$ cat config.mk
export PLATFORM = sky130hd
export DESIGN_NAME = ysyx_23060025_csr_unit
export DESIGN_NICKNAME = d
export VERILOG_FILES = /design/src/rtl/ysyx_23060025_csr_unit.sv
export SDC_FILE = /design/constraint.sdc
export NUM_CORES = 1
export LEC_CHECK = 0
export CELL_PAD_IN_SITES_DETAIL_PLACEMENT = 1
export CELL_PAD_IN_SITES_GLOBAL_PLACEMENT = 1
export CORE_ASPECT_RATIO = 0.75
export CORE_MARGIN = 4
export CORE_UTILIZATION = 40
export DETAILED_ROUTE_END_ITERATION = 12
export PLACE_DENSITY = 0.85
export SLEW_MARGIN = 20
export SYNTH_ARGS = -nofsm -noshare
export SYNTH_HDL_FRONTEND = slang
export SYNTH_SLANG_ARGS = --single-unit
$ cat constraint.sdc
create_clock -name clk -period 5.4 [get_ports clk]
set_input_delay 1.08 -clock clk [delete_from_list [all_inputs] [get_ports clk]]
set_output_delay 1.08 -clock clk [all_outputs]
set_load 0.01 [all_outputs]
$ cat src/rtl/ysyx_23060025_csr_unit.sv
// Machine-mode CSR file: combinational read, write/trap/mret update at the next edge; no backpressure.
// Optional 64-bit mcycle/minstret counters are enabled by YSYX_23060025_CSR_COUNTERS_EN.
module ysyx_23060025_csr_unit #(
   parameter int          DATA_WIDTH = 32,
   parameter logic [31:0] VENDOR_ID  = 32'h79737978,
   parameter logic [31:0] ARCH_ID    = 32'd23060025
) (
   input  logic                  clk,
   input  logic                  rst_n,
   input  logic                  csr_valid_i,
   input  logic [1:0]            csr_op_i,
   input  logic [11:0]           csr_addr_i,
   input  logic [DATA_WIDTH-1:0] csr_wdata_i,
   output logic [DATA_WIDTH-1:0] csr_rdata_o,
   output logic                  csr_illegal_o,
   input  logic                  trap_valid_i,
   input  logic [DATA_WIDTH-1:0] trap_cause_i,
   input  logic [DATA_WIDTH-1:0] trap_pc_i,
   input  logic                  mret_i,
   input  logic                  retire_i,
   output logic [DATA_WIDTH-1:0] trap_target_o,
   output logic [DATA_WIDTH-1:0] mret_target_o,
   output logic                  mie_o
);
   localparam int W = DATA_WIDTH;

   localparam logic [11:0] A_MSTATUS   = 12'h300;
   localparam logic [11:0] A_MTVEC     = 12'h305;
   localparam logic [11:0] A_MSCRATCH  = 12'h340;
   localparam logic [11:0] A_MEPC      = 12'h341;
   localparam logic [11:0] A_MCAUSE    = 12'h342;
   localparam logic [11:0] A_MVENDORID = 12'hF11;
   localparam logic [11:0] A_MARCHID   = 12'hF12;
   localparam logic [11:0] A_MHARTID   = 12'hF14;
   localparam logic [11:0] A_MCYCLE    = 12'hB00;
   localparam logic [11:0] A_MINSTRET  = 12'hB02;
   localparam logic [11:0] A_MCYCLEH   = 12'hB80;
   localparam logic [11:0] A_MINSTRETH = 12'hB82;

   logic         mie_q, mie_d, mpie_q, mpie_d;
   logic [W-1:0] mtvec_q, mtvec_d, mepc_q, mepc_d;
   logic [W-1:0] mcause_q, mcause_d, mscratch_q, mscratch_d;
   logic [W-1:0] mstatus_v, rd_val, new_val;
   logic         hit, read_only, wr_attempt, do_write;
   logic [63:0]  mcycle_q, mcycle_d, minstret_q, minstret_d;

   always_comb begin
      mstatus_v        = '0;
      mstatus_v[12:11] = 2'b11;
      mstatus_v[7]     = mpie_q;
      mstatus_v[3]     = mie_q;
   end

   // Address decode: read value, whether the address exists, and whether it is read-only.
   always_comb begin
      rd_val    = '0;
      hit       = 1'b1;
      read_only = 1'b0;
      case (csr_addr_i)
         A_MSTATUS:   rd_val = mstatus_v;
         A_MTVEC:     rd_val = mtvec_q;
         A_MSCRATCH:  rd_val = mscratch_q;
         A_MEPC:      rd_val = mepc_q;
         A_MCAUSE:    rd_val = mcause_q;
         A_MVENDORID: begin rd_val = W'(VENDOR_ID); read_only = 1'b1; end
         A_MARCHID:   begin rd_val = W'(ARCH_ID);   read_only = 1'b1; end
         A_MHARTID:   read_only = 1'b1;
`ifdef YSYX_23060025_CSR_COUNTERS_EN
         A_MCYCLE:    rd_val = mcycle_q[W-1:0];
         A_MINSTRET:  rd_val = minstret_q[W-1:0];
         A_MCYCLEH: begin
            hit    = (W == 32);
            rd_val = W'(mcycle_q[63:32]);
         end
         A_MINSTRETH: begin
            hit    = (W == 32);
            rd_val = W'(minstret_q[63:32]);
         end
`endif
         default:     hit = 1'b0;
      endcase
   end

   // RS/RC with a zero mask is a pure read, so it is neither a write nor a read-only violation.
   always_comb begin
      wr_attempt    = (csr_op_i == 2'b01) || ((csr_op_i != 2'b00) && (csr_wdata_i != '0));
      csr_illegal_o = csr_valid_i && (!hit || (read_only && wr_attempt));
      csr_rdata_o   = csr_illegal_o ? '0 : rd_val;
      do_write      = csr_valid_i && !csr_illegal_o && wr_attempt && !trap_valid_i && !mret_i;
      case (csr_op_i)
         2'b01:   new_val = csr_wdata_i;
         2'b10:   new_val = rd_val | csr_wdata_i;
         default: new_val = rd_val & ~csr_wdata_i;
      endcase
   end

   always_comb begin
      mie_d      = mie_q;
      mpie_d     = mpie_q;
      mtvec_d    = mtvec_q;
      mepc_d     = mepc_q;
      mcause_d   = mcause_q;
      mscratch_d = mscratch_q;
      if (trap_valid_i) begin
         mepc_d   = {trap_pc_i[W-1:2], 2'b00};
         mcause_d = trap_cause_i;
         mpie_d   = mie_q;
         mie_d    = 1'b0;
      end else if (mret_i) begin
         mie_d  = mpie_q;
         mpie_d = 1'b1;
      end else if (do_write) begin
         case (csr_addr_i)
            A_MSTATUS: begin
               mie_d  = new_val[3];
               mpie_d = new_val[7];
            end
            A_MTVEC:    mtvec_d    = {new_val[W-1:2], 2'b00};
            A_MSCRATCH: mscratch_d = new_val;
            A_MEPC:     mepc_d     = {new_val[W-1:2], 2'b00};
            A_MCAUSE:   mcause_d   = new_val;
            default:    ;
         endcase
      end
   end

`ifdef YSYX_23060025_CSR_COUNTERS_EN
   // A write to either half wins over that counter's increment; the other half holds.
   always_comb begin
      mcycle_d   = mcycle_q + 64'd1;
      minstret_d = minstret_q + {63'd0, retire_i};
      if (do_write) begin
         case (csr_addr_i)
            A_MCYCLE:    mcycle_d   = (W == 32) ? {mcycle_q[63:32], new_val[31:0]} : 64'(new_val);
            A_MCYCLEH:   mcycle_d   = {new_val[31:0], mcycle_q[31:0]};
            A_MINSTRET:  minstret_d = (W == 32) ? {minstret_q[63:32], new_val[31:0]} : 64'(new_val);
            A_MINSTRETH: minstret_d = {new_val[31:0], minstret_q[31:0]};
            default:     ;
         endcase
      end
   end

   always_ff @(posedge clk or negedge rst_n) begin
      if (!rst_n) begin
         mcycle_q   <= '0;
         minstret_q <= '0;
      end else begin
         mcycle_q   <= mcycle_d;
         minstret_q <= minstret_d;
      end
   end
`else
   logic unused_retire;
   assign unused_retire = retire_i;
   assign mcycle_q      = '0;
   assign minstret_q    = '0;
   assign mcycle_d      = '0;
   assign minstret_d    = '0;
`endif

   always_ff @(posedge clk or negedge rst_n) begin
      if (!rst_n) begin
         mie_q      <= 1'b0;
         mpie_q     <= 1'b0;
         mtvec_q    <= '0;
         mepc_q     <= '0;
         mcause_q   <= '0;
         mscratch_q <= '0;
      end else begin
         mie_q      <= mie_d;
         mpie_q     <= mpie_d;
         mtvec_q    <= mtvec_d;
         mepc_q     <= mepc_d;
         mcause_q   <= mcause_d;
         mscratch_q <= mscratch_d;
      end
   end

   assign trap_target_o = mtvec_q;
   assign mret_target_o = mepc_q;
   assign mie_o         = mie_q;
endmodule

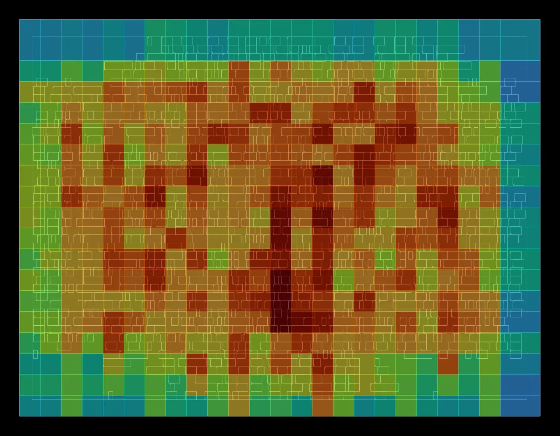
Figure 1: run 1, routing congestion.
busiest layer in global routing: met2
met3 track demand over resource: 7.338%
Overall Global Routing Usage: 31.59%
GRT met2 Usage: 49.98%
GR Layer Usage met1: 42.01%

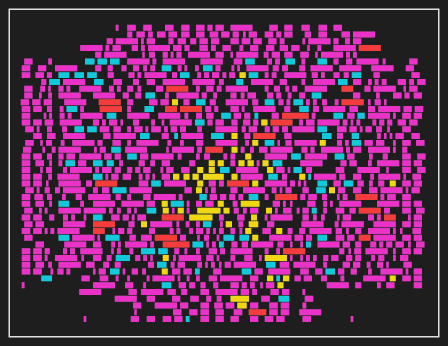
Figure 2: run 1, cell sizes after repair.
| color | size | cells | share |
|---|---|---|---|
| cyan | drive 2 | 90 | 8.5% |
| yellow | drive 3 to 4 | 52 | 4.9% |
| magenta | drive 1 or less | 887 | 84% |
| red | drive 6 and up | 26 | 2.5% |
Area Growth Syn to Fin: 37.34%
Non-clk bufs: 249
final instance area: 11060 sq um
final setup margin: 0.3914 ns

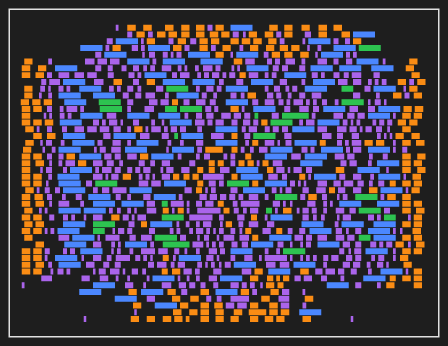
Figure 3: run 1, placement by cell class.
| color | class | cells | share of their area |
|---|---|---|---|
| orange | other buffers and delay cells | 249 | 22% |
| green | clock drivers and dummy loads | 28 | 5.4% |
| purple | all other logic | 652 | 43% |
| blue | flops | 126 | 29% |
row cnt: 44
fin util: 56.58%
Core ar.: 19540 sq um
sequential cell area share: 28.51%

==> out/summary.txt, run 1 <==
outcome = finished clean
clock slew at reported path FFs = 0.06 ns
CTS max path bufs = 2
Sw Share = 27.35%
Required @ worst endpoint = 4.32 ns
Arr. time, crit path = 3.93 ns
first-pass GRT wire length = 53.83 mm
DRC = 0
I/O Buffers = 206
worst-margin pin slew = 1.038 ns
Nets = 1164
Inserted Clock Buffers = 17
number of synthesized flops with an enable pin = 0
clock root buffer = clkbuf_16
initial antenna violation count = 1
Final min period = 5.009 ns
Slew headroom = 30.71%
met1 WL = 14.78 mm
Internal = 1.934 mW
Crit. Startpoint = csr_addr_i[0]
PD cells = 240.7 nW/um^2
gpl congestion = 0.8872
clock sink total = 126
worst-path cell chain = clkdlybuf4s50_1, buf_12, nor2b_1, o2111ai_1, o211ai_1, nor2b_1, clkdlybuf4s50_1
Die Y = 130.9 um
layout cells sized above 1 = 15.92%
fin. max-slew vios = 0
vias per inst = 6.583
routed wl met3 = 3.365 mm
hold buffer count at CTS = 0
period utilisation layout = 92.75%
FP Util = 41.20%
worst hold margin = 0.5093 ns
CP Class = input port to output pin
commonest cells in the netlist = dfrtp_1 (126), mux2_2 (59), nand2_1 (53), nand3_1 (49), nor2_1 (45)
PostCTS Resize Cnt = 0
largest net degree at the start of global routing = 58
Max Used Layer = met5
drt pass-1 iters = 5
DPL Wire Length = 24.59 mm
Tool Warnings = 30
reg2reg start = mret_target_o[26]
GRT overflow = 0
WL met2 = 16.21 mm
ys flops = 126
ys cells = 850
# IOs = 214
startpoint types = input port
-- run 1: per-stage QoR --
stage	std cells	setup WS, ns	cell area, sq um	power, mW
global placement	1280	0.4552	10480	1.486
global route	1308	0.2607	11060	2.749
floorplan	853	1.749	8063	1.246
CTS	1308	0.4190	11060	2.654
finish	1308	0.3914	11060	2.662
detailed placement	1280	0.4215	10480	1.503
-- run 1: critical path, delay by kind of cell --
family / cells / cell delay [ns]
compound gates: 2 / 1.25
simple gates: 2 / 0.44
buf+inv: 3 / 1.14
-- run 1: cells by family (layout without fill, tap and decap cells) --
group,after synthesis,in the layout,share of synthesized area (%)
simple gates,279,279,19.19
flops,126,126,39.16
compound gates,260,260,23.96
xor+xnor,1,1,0.1088
other cells,1,4,0.04658
buf+inv,95,297,5.610
mux,86,86,11.61
fa+ha+maj,2,2,0.3108
-- run 1: path summary, 6_finish.rpt --
| path | end | slack [ns] | cells after the start |
|---|---|---|---|
| max in group asynchronous | trap_target_o[4] | 3.59 | 2 |
| min in group asynchronous | mret_target_o[25] | 0.64 | 1 |
| worst max register to register | mret_target_o[26] | 3.44 | 5 |
| worst min register to register | mscratch_q[18] | 0.51 | 1 |
| worst max-delay path | csr_rdata_o[14] | 0.39 | 7 |
| worst min-delay path | mscratch_q[18] | 0.51 | 1 |
-- run 1: power by group through the flow --
stage / combinational, mW / sequential (mW) / clock, mW
finish: 0.477 / 1.03 / 1.16
global route: 0.511 / 1.03 / 1.21
CTS: 0.471 / 1.03 / 1.16
detailed placement: 0.464 / 1.04 / 0
global placement: 0.448 / 1.04 / 0
floorplan: 0.209 / 1.04 / 0
-- run 1: cell type report --
class,count,area [sq um],share of cell area [%]
timing repair buffer,249,2397,21.68
inverter,20,75.07,0.6789
clock inverter,6,85.08,0.7694
tap,253,316.6,2.863
clock buffer,22,494.2,4.469
sequential,126,3153,28.51
multi-input combinational,632,4537,41.03
-- run 1: metal layers --
layer | vias to the layer above | global-route usage, %
met3 | 113 | 7.338
met1 | 4333 | 42.01
met5 | - | 0
met4 | 2 | 13.26
li1 | 3643 | -
met2 | 520 | 49.98
-- run 1: registers in the layout, summed over array words and instances, names as in the netlist --
signal         cells
mpie_q             1
mcause_q          32
mscratch_q        32
mie_o              1
mret_target_o     30
trap_target_o     30
-- run 1: layout by cell type, fill, tap and decap left out, types with 6 or more instances in the layout --
cell             synthesis  final
a31oi_1                 19     19
and3b_1                  6      6
a22oi_1                 20     20
o21a_1                  10     10
dfrtp_1                126    126
a211oi_1                25     25
mux2_2                  59     59
buf_4                   11     42
o31ai_1                  7      7
o31a_1                   7      7
a21oi_1                 30     29
nor2_1                  45     45
o21ai_0                 25     25
mux2i_1                 27     27
inv_1                   20     19
nor2b_1                 12     12
nor4_1                  10     10
o211ai_2                 6      6
clkbuf_16                0     17
nor3_1                  13     13
and2_1                  35     35
a221o_1                  6      6
o211ai_1                41     41
nand2_1                 53     53
nand3_1                 49     49
nand4_1                 18     18
a2bb2oi_1                7      7
o21ai_1                 11     11
clkdlybuf4s50_1          0    203
==> run 1 -> run 2 <==
- GPL_TIMING_DRIVEN: unset -> 1
==> run 2 against run 1 <==
Sequential share of layout area unchanged. Critical endpoint unchanged. Hold slack did not move. Area after synthesis stayed put. Critical path type unchanged. Design area unchanged.
==> out/summary.txt, run 2 <==
Sw Share = 27.35%
most frequent cells in the layout = clkdlybuf4s50_1 (203), dfrtp_1 (126), mux2_2 (59)
reg-to-reg slack, setup = 3.44 ns
Area Growth Syn to Fin = 37.34%
initial antenna violation count = 1
Tool Warnings = 30
FP Util = 41.20%
R2R Path End = mret_target_o[26]
outcome = finished clean
hold buffer count at CTS = 0
clock sink total = 126
startpoint types = input port
Top Registers = mcause_q (32), mscratch_q (32)
fin. max-slew vios = 0
logic area = 4537 sq um
row cnt = 44
CTS max path bufs = 2
Die Y = 130.9 um
number of synthesized flops with an enable pin = 0
Diodes inserted = 0
clock slew at reported path FFs = 0.06 ns
clock latency on the worst-skew pair = 0.43 ns
via count of the first global-routing pass = 9178
fin util = 56.58%
I/O Buffers = 206
Slew headroom = 30.71%
Inserted Clock Buffers = 17
CP Capture Type = output pin
crit path to = csr_rdata_o[14]
commonest cells in the netlist = dfrtp_1 (126), mux2_2 (59), nand2_1 (53), nand3_1 (49), nor2_1 (45)
Required @ worst endpoint = 4.32 ns
DPL Wire Length = 24.59 mm
gpl congestion = 0.8872
# IOs = 214
PD cells = 240.7 nW/um^2
vias per inst = 6.583
clock root buffer = clkbuf_16
ys cells = 850
first-pass GRT wire length = 53.83 mm
worst-margin pin slew = 1.038 ns
largest net degree at the start of global routing = 58
Overall Global Routing Usage = 31.59%
ys flops = 126
GRT overflow = 0
reg2reg start = mret_target_o[26]
Crit. Startpoint = csr_addr_i[0]
Core ar. = 19540 sq um
Top-area cell share = 39.16%
period utilisation layout = 92.75%
Dominant Register Cell = dfrtp_1
Final min period = 5.009 ns
Arr. time, crit path = 3.93 ns
CP Class = input port to output pin
Internal = 1.934 mW
DRC = 0
drt pass-1 iters = 5
Nets = 1164
[run 2: power by group through the flow]
stage	logic (mW)	clock network, mW	registers, mW
final	0.477	1.16	1.03
after global routing	0.511	1.21	1.03
after CTS	0.471	1.16	1.03
after detailed placement	0.464	0	1.04
after global placement	0.448	0	1.04
after floorplan	0.209	0	1.04
[run 2: layout make-up]
class,instances,area share (%)
Multi-Input combinational cell,632,41.03
Sequential cell,126,28.51
Timing Repair Buffer,249,21.68
Clock buffer,22,4.469
Tap cell,253,2.863
Clock inverter,6,0.7694
Inverter,20,0.6789
[run 2: logic make-up after synthesis]
group,after synthesis,synth area share (%)
and+or+nand+nor,279,19.19
AOI/OAI and AO/OA,260,23.96
DFF,126,39.16
buffers and inverters,95,5.610
muxes,86,11.61
adders and majority gates,2,0.3108
other,1,0.04658
xor gates and xnor gates,1,0.1088
[run 2: through the flow]
step           power (mW)  area, sq um  instances  hold WS (ns)  worst slack (ns)
2_1_floorplan       1.246         8063        853        0.4620             1.749
3_3_place_gp        1.486        10480       1280        0.4857            0.4552
3_5_place_dp        1.503        10480       1280        0.4974            0.4215
4_1_cts             2.654        11060       1308        0.5106            0.4190
5_1_grt             2.749        11060       1308        0.5285            0.2607
6_report            2.662        11060       1308        0.5093            0.3914
[run 2: worst max-delay path, stage by stage]
cell and delay (ns):
clkdlybuf4s50_1 0.45, buf_12 0.20, nor2b_1 0.19, o2111ai_1 0.88
o211ai_1 0.37, nor2b_1 0.25, clkdlybuf4s50_1 0.49
[run 2: how the worst min path moves through the flow]
stage	end	depth (start not counted)
floorplan	mcause_q[14]	2
global placement	mscratch_q[22]	1
detailed placement	mscratch_q[14]	1
CTS	mscratch_q[29]	1
global route	mscratch_q[4]	1
finish	mscratch_q[18]	1
[run 2: metal layers]
| metal | track usage (%) | vias to the layer above | wire length [um] |
|---|---|---|---|
| li1 | - | 3643 | - |
| met1 | 42.01 | 4333 | 14780 |
| met2 | 49.98 | 520 | 16210 |
| met3 | 7.338 | 113 | 3365 |
| met4 | 13.26 | 2 | 1323 |
| met5 | 0 | - | 12 |
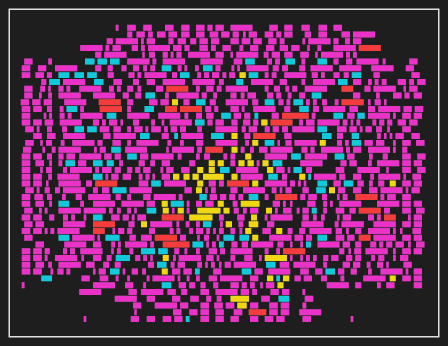
Figure 4: run 2, cell sizes after repair.
| color | size | cells | share |
|---|---|---|---|
| magenta | drive 1 or less | 887 | 84% |
| cyan | drive 2 | 90 | 8.5% |
| yellow | drive 3 to 4 | 52 | 4.9% |
| red | drive 6 and up | 26 | 2.5% |

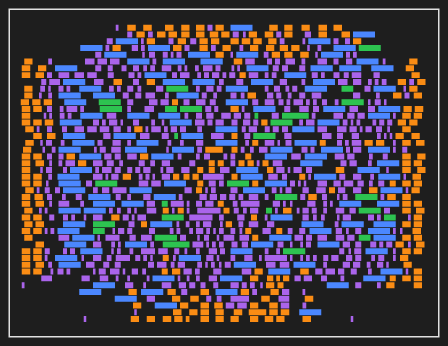
Figure 5: run 2, placement by cell class.
| color | class | cells | share of their area |
|---|---|---|---|
| purple | all other logic | 652 | 43% |
| orange | other buffers and delay cells | 249 | 22% |
| green | clock drivers and dummy loads | 28 | 5.4% |
| blue | flops | 126 | 29% |

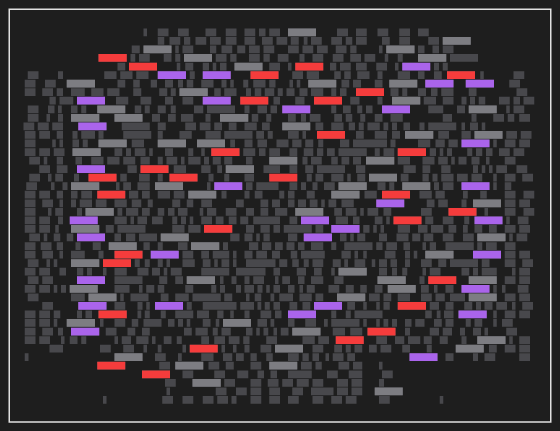
Figure 6: run 2, sequential cells grouped by signal name.
Other sequential cells in the stronger gray, the rest of the logic in the fainter gray.
| color | netlist name | flops |
|---|---|---|
| purple | mcause_q | 32 |
| red | trap_target_o | 30 |
not colored: 64
register area: 3153 sq um
P_seq: 1.03 mW

==> run 2 -> run 3 <==
- CORE_ASPECT_RATIO: 0.75 -> 1.25
==> run 3 against run 2 <==
Critical path depth rose by 1. Combinational power grew 0.8%. Hold slack lost 0.00083 ns. Design area rose by 1.4%. Power grew 4.8%. Fmax grew 0.11%. First-iteration DRC count is 27% lower. Count of clock-buffer cells in the layout is 2 lower. Utilization is 0.57 points higher. Die area barely moved. Critical endpoint is now csr_rdata_o[12]. Highest routed layer is now met4.
==> out/summary.txt, run 3 <==
Sw Share = 27.13%
Area Growth Syn to Fin = 39.21%
dominant logic cell type in the layout = clkdlybuf4s50_1
period utilisation layout = 92.65%
Top Registers = mcause_q (32), mscratch_q (32)
R2R Path End = mcause_q[2]
Critical-path top delay cell = clkdlybuf4s50_1
FP Util = 41.05%
fin. max-slew vios = 0
busiest layer in global routing = met2
Hold Path Depth = 2
first-pass GRT wire length = 56.21 mm
worst-path cell chain = clkdlybuf4s50_1, buf_4, nor2b_1, o211ai_1, a21oi_1, nor3_1, nor2_1, clkdlybuf4s50_1
worst-margin pin slew = 1.076 ns
PostCTS Resize Cnt = 0
PD cells = 249.0 nW/um^2
Required @ worst endpoint = 4.32 ns
Internal = 2.034 mW
CP Capture Type = output pin
CP most frequent cell = clkdlybuf4s50_1
GRT overflow = 0
Inserted Clock Buffers = 17
FF-to-FF path depth = 5
GR Layer Usage met1 = 38.71%
ys flops = 126
logic area = 4528 sq um
pre-CTS setup slack = 0.5464 ns
Die Y = 166.6 um
final setup margin = 0.3969 ns
DRC = 0
reg-to-reg slack, setup = 3.35 ns
I/O Buffers = 206
CTS max path bufs = 2
outcome = finished clean
GRT met2 Usage = 53.34%
initial antenna violation count = 1
clock root buffer = clkbuf_16
drt pass-1 iters = 5
startpoint types = input port
# IOs = 214
Power, Total = 2.791 mW
worst hold margin = 0.5085 ns
Arr. time, crit path = 3.92 ns
Tool Warnings = 30
[run 3: per-layer routing]
layer / vias to the layer above / wire length [um] / part of all wire (%)
met1: 4320 / 13850 / 38
met5: - / 0 / 0
met3: 149 / 2981 / 8.1
met2: 534 / 17770 / 48
met4: 0 / 2049 / 5.6
li1: 3659 / - / -
[run 3: cells by family after synthesis]
logic type,count (synthesis),share of synthesized area (%)
compound gates,260,23.96
xor+xnor,1,0.1088
fa+ha+maj,2,0.3108
buf+inv,95,5.610
flops,126,39.16
mux,86,11.61
other cells,1,0.04658
simple gates,279,19.19
[run 3: worst max-delay path by stage]
stage	startpoint	end	slack [ns]	depth (start not counted)
floorplan	csr_addr_i[3]	csr_rdata_o[12]	1.75	7
global placement	csr_addr_i[0]	csr_rdata_o[24]	0.58	7
detailed placement	csr_wdata_i[24]	csr_rdata_o[19]	0.55	8
CTS	csr_addr_i[0]	csr_rdata_o[12]	0.44	8
global route	csr_addr_i[0]	csr_rdata_o[11]	0.33	8
finish	csr_addr_i[0]	csr_rdata_o[12]	0.40	8
[run 3: layout make-up]
type / instances / share of cell area (%)
antenna: 1 / 0.02233
clock buffer: 20 / 3.985
clock inverter: 12 / 1.708
inverter: 20 / 0.6698
multi-input combinational: 632 / 40.40
sequential: 126 / 28.13
tap: 265 / 2.958
timing repair buffer: 260 / 22.13
[run 3: worst min-delay path, delay by kind of cell (launching register included)]
kind               cells  cell delay [ns]
DFF                    1             0.34
AOI/OAI and AO/OA      2             0.13
[run 3: through the flow]
stage / util, % / instance area [sq um]
global placement: 53.88 / 10570
global route: 57.15 / 11210
finish: 57.15 / 11210
CTS: 57.14 / 11210
detailed placement: 53.88 / 10570
floorplan: - / 8063
[run 3: power by group through the flow]
stage | Sequential (mW) | Combinational (mW) | Clock [mW]
6_report | 1.02 | 0.481 | 1.29
5_1_grt | 1.03 | 0.512 | 1.32
4_1_cts | 1.02 | 0.475 | 1.29
3_5_place_dp | 1.04 | 0.465 | 0
3_3_place_gp | 1.04 | 0.449 | 0
2_1_floorplan | 1.04 | 0.209 | 0
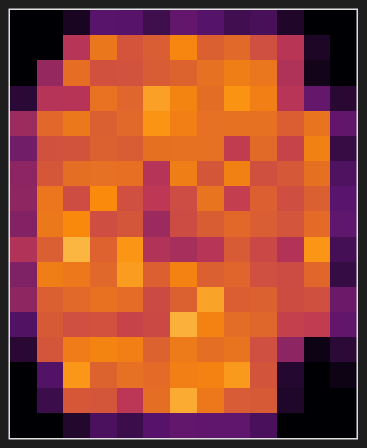
Figure 7: run 3, cell density map.
13 x 17 tiles, from black (low) to pale yellow (high), 0 to 100% covered.
tiles over 75% full: 5.4%
emptiest ninth of the die: bottom right
nearly empty tiles: 8.6%
fullest tile: 84%

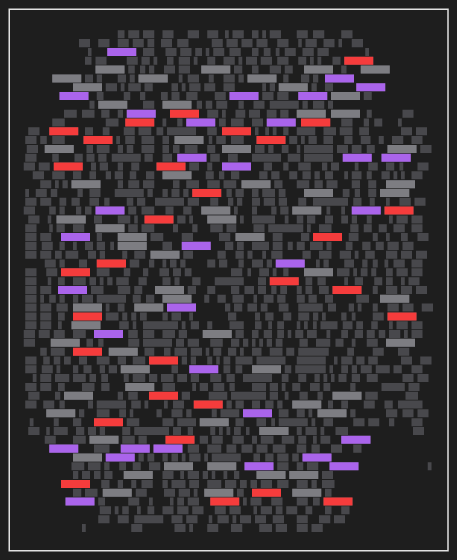
Figure 8: run 3, sequential cells grouped by signal name.
Other sequential cells in the stronger gray, the rest of the logic in the fainter gray.
| color | netlist name | flops | where |
|---|---|---|---|
| purple | mcause_q | 32 | spread over the die |
| red | trap_target_o | 30 | spread over the die |

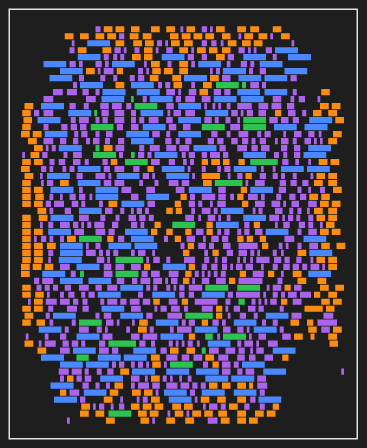
Figure 9: run 3, placement by cell class.
| color | class | cells | share of their area |
|---|---|---|---|
| blue | flops | 126 | 29% |
| green | clock drivers and dummy loads | 32 | 5.9% |
| purple | all other logic | 652 | 42% |
| orange | other buffers and delay cells | 260 | 23% |
sequential cell area share: 28.13%
Core ar.: 19610 sq um
final instance area: 11210 sq um
fin util: 57.15%

No activity file was given, so power comes from the tool's default toggle rates.
